File: config.mk
export PLATFORM = sky130hd
export DESIGN_NAME = pin_entry_ctrl_flat
export DESIGN_NICKNAME = d
export VERILOG_FILES = /design/src/rtl/pin_entry_if.sv /design/src/rtl/pin_entry_ctrl.sv /design/src/flat_wrapper.sv
export SDC_FILE = /design/constraint.sdc
export NUM_CORES = 1
export LEC_CHECK = 0
export CAP_MARGIN = 20
export CORE_UTILIZATION = 29
export CTS_CLUSTER_SIZE = 24
export DETAILED_ROUTE_END_ITERATION = 16
export SLEW_MARGIN = 0
export SYNTH_ARGS = -nofsm -noshare
export SYNTH_HDL_FRONTEND = slang
export SYNTH_SLANG_ARGS = --single-unit
File: constraint.sdc
create_clock -name clk -period 5 [get_ports clk]
set_input_delay 1.5 -clock clk [delete_from_list [all_inputs] [get_ports clk]]
set_output_delay 1.5 -clock clk [all_outputs]
set_load 0.05 [all_outputs]
File: src/rtl/pin_entry_if.sv
// Signal bundle between the card/keypad/Authenticator side and pin_entry_ctrl.
// The controller takes the slave view; whoever drives card, keypad and Authenticator takes master.
interface pin_entry_if;
    logic        card_in;
    logic [3:0]  acc_num_in;
    logic        digit_valid;
    logic [3:0]  digit;
    logic        enter;
    logic        cancel;
    logic        acc_found_stat;
    logic        acc_auth_stat;
    logic [3:0]  acc_index_in;
    logic [3:0]  acc_num;
    logic [15:0] pin;
    logic        auth_ok;
    logic [3:0]  acc_index;
    logic [1:0]  attempts_left;
    logic [1:0]  err_code;
    logic        eject;

    modport master (
        output card_in, acc_num_in, digit_valid, digit, enter, cancel,
               acc_found_stat, acc_auth_stat, acc_index_in,
        input  acc_num, pin, auth_ok, acc_index, attempts_left, err_code, eject
    );

    modport slave (
        input  card_in, acc_num_in, digit_valid, digit, enter, cancel,
               acc_found_stat, acc_auth_stat, acc_index_in,
        output acc_num, pin, auth_ok, acc_index, attempts_left, err_code, eject
    );
endinterface

File: src/rtl/pin_entry_ctrl.sv
// ATM session front-end: latches the card account, builds a binary PIN from BCD keypad
// digits, checks it against the Authenticator, and handles retries, lockout, timeout, eject.
module pin_entry_ctrl #(
    parameter int MAX_ATTEMPTS = 3,
    parameter int TIMEOUT_CYC  = 1000,
    parameter int TMR_W        = 10
) (
    input  logic           clk,
    input  logic           rst_n,
    pin_entry_if.slave     bus
);

    typedef enum logic [2:0] {IDLE, GET_PIN, CHECK, SESSION, EJECT} state_t;

    localparam logic [1:0]       ATT_INIT = 2'(MAX_ATTEMPTS);
    localparam logic [TMR_W-1:0] TMO      = TMR_W'(TIMEOUT_CYC);

    state_t           state, state_nxt;
    logic [2:0]       cnt;
    logic [TMR_W-1:0] tmr;
    logic [15:0]      lock;
    logic             timeout, full, dig_ok, last_try;
    logic [15:0]      pin_x10;

    assign timeout  = (tmr >= TMO);
    assign full     = (cnt == 3'd4);
    assign dig_ok   = bus.digit_valid && (bus.digit <= 4'd9) && !full;
    assign last_try = (bus.attempts_left == 2'd1);
    // pin*10 as shift-and-add; pin never exceeds 9999 so nothing is lost off the top
    assign pin_x10  = {bus.pin[12:0], 3'b000} + {bus.pin[14:0], 1'b0};

    always_ff @(posedge clk or negedge rst_n) begin
        if (!rst_n) state <= IDLE;
        else        state <= state_nxt;
    end

    always_comb begin
        state_nxt = state;
        case (state)
            IDLE:
                if (bus.card_in) state_nxt = lock[bus.acc_num_in] ? EJECT : GET_PIN;
            GET_PIN:
                if (!bus.card_in)           state_nxt = IDLE;
                else if (bus.cancel)        state_nxt = EJECT;
                else if (timeout)           state_nxt = EJECT;
                else if (bus.enter && full) state_nxt = CHECK;
            CHECK:
                if (!bus.card_in)            state_nxt = IDLE;
                else if (!bus.acc_found_stat) state_nxt = EJECT;
                else if (bus.acc_auth_stat)  state_nxt = SESSION;
                else if (last_try)           state_nxt = EJECT;
                else                         state_nxt = GET_PIN;
            SESSION:
                if (!bus.card_in)     state_nxt = IDLE;
                else if (bus.cancel)  state_nxt = EJECT;
            EJECT:
                if (!bus.card_in) state_nxt = IDLE;
            default: state_nxt = IDLE;
        endcase
    end

    always_comb begin
        bus.auth_ok = (state == SESSION);
        bus.eject   = (state == EJECT);
    end

    always_ff @(posedge clk or negedge rst_n) begin
        if (!rst_n) begin
            bus.acc_num       <= '0;
            bus.pin           <= '0;
            bus.acc_index     <= '0;
            bus.attempts_left <= ATT_INIT;
            bus.err_code      <= '0;
            cnt               <= '0;
            tmr               <= '0;
            lock              <= '0;
        end else begin
            bus.err_code <= 2'd0;
            case (state)
                IDLE: begin
                    if (bus.card_in) begin
                        bus.acc_num       <= bus.acc_num_in;
                        bus.pin           <= '0;
                        cnt               <= '0;
                        tmr               <= '0;
                        bus.attempts_left <= ATT_INIT;
                        if (lock[bus.acc_num_in]) bus.err_code <= 2'd3;
                    end
                end
                GET_PIN: begin
                    if (bus.card_in && !bus.cancel && !timeout) begin
                        if (bus.digit_valid || bus.enter) tmr <= '0;
                        else                              tmr <= tmr + 1'b1;
                        // enter wins over a same-cycle digit, which is dropped
                        if (!bus.enter && dig_ok) begin
                            bus.pin <= pin_x10 + {12'd0, bus.digit};
                            cnt     <= cnt + 3'd1;
                        end
                    end
                end
                CHECK: begin
                    if (bus.card_in) begin
                        if (!bus.acc_found_stat) begin
                            bus.err_code <= 2'd1;
                        end else if (bus.acc_auth_stat) begin
                            bus.acc_index <= bus.acc_index_in;
                        end else begin
                            bus.attempts_left <= bus.attempts_left - 2'd1;
                            if (last_try) begin
                                lock[bus.acc_num] <= 1'b1;
                                bus.err_code      <= 2'd3;
                            end else begin
                                bus.err_code <= 2'd2;
                                bus.pin      <= '0;
                                cnt          <= '0;
                                tmr          <= '0;
                            end
                        end
                    end
                end
                default: ;
            endcase
        end
    end

endmodule

File: src/flat_wrapper.sv
// flat-port wrapper written by rule: the top's interface ports become plain ports
module pin_entry_ctrl_flat 
#(
    parameter int MAX_ATTEMPTS = 3,
    parameter int TIMEOUT_CYC  = 1000,
    parameter int TMR_W        = 10
)
  (clk, rst_n, bus_card_in, bus_acc_num_in, bus_digit_valid, bus_digit, bus_enter, bus_cancel, bus_acc_found_stat, bus_acc_auth_stat, bus_acc_index_in, bus_acc_num, bus_pin, bus_auth_ok, bus_acc_index, bus_attempts_left, bus_err_code, bus_eject);
  pin_entry_if bus_i ();
  input  logic clk;
  input  logic rst_n;
  input wire logic [$bits(bus_i.card_in)-1:0] bus_card_in;
  input wire logic [$bits(bus_i.acc_num_in)-1:0] bus_acc_num_in;
  input wire logic [$bits(bus_i.digit_valid)-1:0] bus_digit_valid;
  input wire logic [$bits(bus_i.digit)-1:0] bus_digit;
  input wire logic [$bits(bus_i.enter)-1:0] bus_enter;
  input wire logic [$bits(bus_i.cancel)-1:0] bus_cancel;
  input wire logic [$bits(bus_i.acc_found_stat)-1:0] bus_acc_found_stat;
  input wire logic [$bits(bus_i.acc_auth_stat)-1:0] bus_acc_auth_stat;
  input wire logic [$bits(bus_i.acc_index_in)-1:0] bus_acc_index_in;
  output wire logic [$bits(bus_i.acc_num)-1:0] bus_acc_num;
  output wire logic [$bits(bus_i.pin)-1:0] bus_pin;
  output wire logic [$bits(bus_i.auth_ok)-1:0] bus_auth_ok;
  output wire logic [$bits(bus_i.acc_index)-1:0] bus_acc_index;
  output wire logic [$bits(bus_i.attempts_left)-1:0] bus_attempts_left;
  output wire logic [$bits(bus_i.err_code)-1:0] bus_err_code;
  output wire logic [$bits(bus_i.eject)-1:0] bus_eject;
  assign bus_i.card_in = bus_card_in;
  assign bus_i.acc_num_in = bus_acc_num_in;
  assign bus_i.digit_valid = bus_digit_valid;
  assign bus_i.digit = bus_digit;
  assign bus_i.enter = bus_enter;
  assign bus_i.cancel = bus_cancel;
  assign bus_i.acc_found_stat = bus_acc_found_stat;
  assign bus_i.acc_auth_stat = bus_acc_auth_stat;
  assign bus_i.acc_index_in = bus_acc_index_in;
  assign bus_acc_num = bus_i.acc_num;
  assign bus_pin = bus_i.pin;
  assign bus_auth_ok = bus_i.auth_ok;
  assign bus_acc_index = bus_i.acc_index;
  assign bus_attempts_left = bus_i.attempts_left;
  assign bus_err_code = bus_i.err_code;
  assign bus_eject = bus_i.eject;
  pin_entry_ctrl #(.MAX_ATTEMPTS(MAX_ATTEMPTS), .TIMEOUT_CYC(TIMEOUT_CYC), .TMR_W(TMR_W)) u_core (.clk(clk), .rst_n(rst_n), .bus(bus_i));
endmodule
registers.png
Scale: 4 px per um.
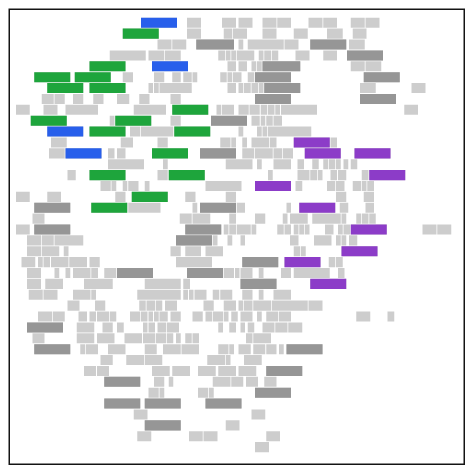
Purple marks u_core.tmr, sequential cells 10. Blue marks u_core.bus.acc_num, sequential cells 4, where top left. Green marks u_core.lock, sequential cells 16, where top left.

gate_families.png
Scale: 2 px per um.
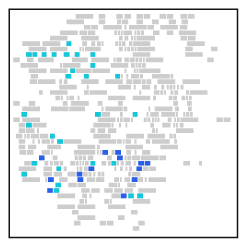
Cyan marks AND-OR and OR-AND gates, cells 28, most used a21o_1. Blue marks XOR/XNOR gates, cells 14, most used xnor2_1.

final_congestion.png
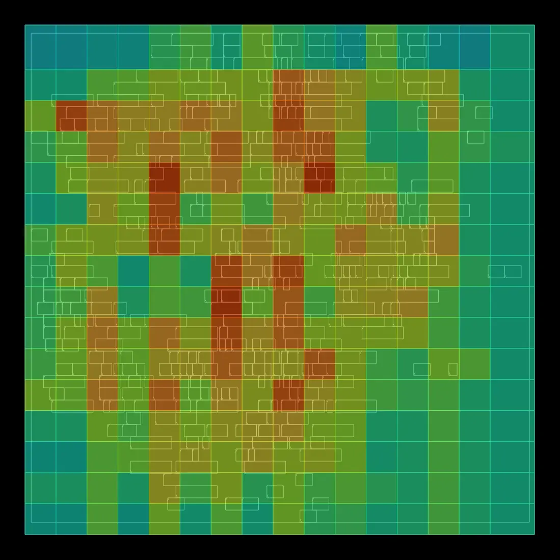
routing usage on met1: 0.182
Final Util: 0.377
M3 GR Usage: 0.0337
Tot GR Track Use: 0.137
met2 GRT Util: 0.217

==> results_slide.txt <==
Run Summary

Synthesis
  – Seq share, synth: 0.418
  – Avg Inst Size Synth: 10.3 um2
  – Main flop type: dfrtp_1
  – Top logic family: AND-OR/OR-AND gates
  – Nets at Floorplan: 401
  – Biggest area cells: dfrtp_1 (40%), ha_1 (11%), nand2_1 (3.4%), mux4_2 (3.1%), a21o_1 (2.9%)
  – Largest area contributor in the netlist: dfrtp_1
  – Compound Share, Synth: 0.192
  – Asr flop ratio synth: 1.00

Worst hold path
  – HP Class: reg -> reg
  – Hold path endpoint: u_core.lock[2]

Setup path
  – Levels on crit path: 11
  – Worst r2r path cells: 10
  – Crit path required time: ~5200 ps
  – CP startpoint kind: primary input
  – Top Family by Delay on Critical Path: AND-OR/OR-AND gates
  – CP cell instances: clkdlybuf4s50_1 > inv_1 > fa_1 > inv_1 > fa_1 > a211oi_1 > o21ai_0 > a311oi_1 > o31ai_1 > xnor2_1 > o31ai_1
  – Maximum fanout along the worst path: 3

Floorplanning
  – IO Pins: 50
  – Die X: 113 um
  – FP Core Util: 0.298
  – Tap cells: 168

Route
  – Avg WL per Cell: 14.1 um
  – Iter 0 DRT Violations: 91
  – Met1 WL: 3940 um
  – Met2 wire length: around 3700 um

Power
  – Comb pwr share: 0.282
  – Internal power: 0.00114 W
  – Clk. pwr: 0.000668 W
  – Sequential Power: 0.000603 W
  – Switching share of power: 0.354
  – Largest Pwr Group: clock

Global route
  – Vias in the first global route: between 2000 and 3000

Clock network
  – CTS tree: built
  – Bufs on Longest Clock Path: 2

Status
  – Status: finished clean

Finish
  – Logic cell area: 1950 um2
  – Area grow syn2layout: 26.4%
  – ClkCell Share: 0.0699
  – Non-clock inverters: 18
  – Multi-In Gates: 259

Timing
  – Tmin final: between 4000 and 5000 ps
  – Post-Route Setup TNS: 0 ps
  – Worst slew margin: 0.379

Place
  – Placed Instance Area: 4230 um2

Flow run
  – Tool warnings: 29
met1.png
Scale: 2 px per um.
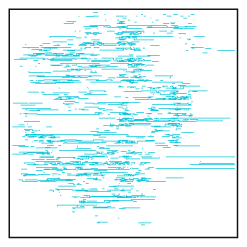
The longest straight run is 41.9 um. The layer holds 49% of the routed length. 412 nets have wire on it. The wires run mostly horizontal.

zoom.png
Window x 73 to 98, y 73 to 98 um. Cells in gray, sequential cells in the stronger gray; small squares are vias.
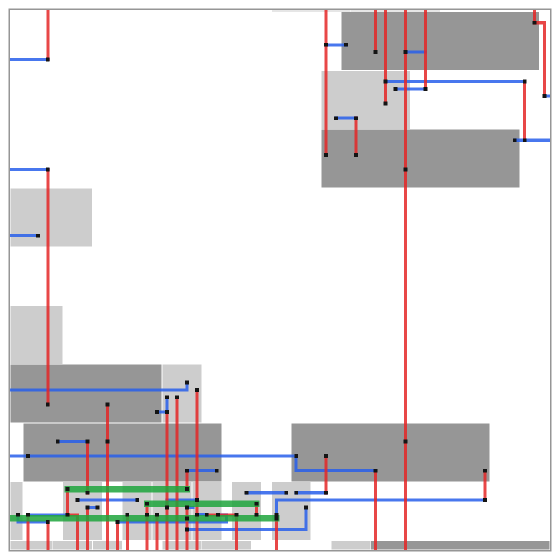
Red marks met2. Blue marks met1. Green marks met3.
13 logic cells have their middle in the window. Sequential cells in the window: 5. Netlist names of flops here include u_core.tmr (3), u_core.bus.acc_index (2). Most frequent: dfrtp_1 (5), o21ai_1 (3), nand2_1 (2).

Power is estimated from default activity; no workload was simulated.
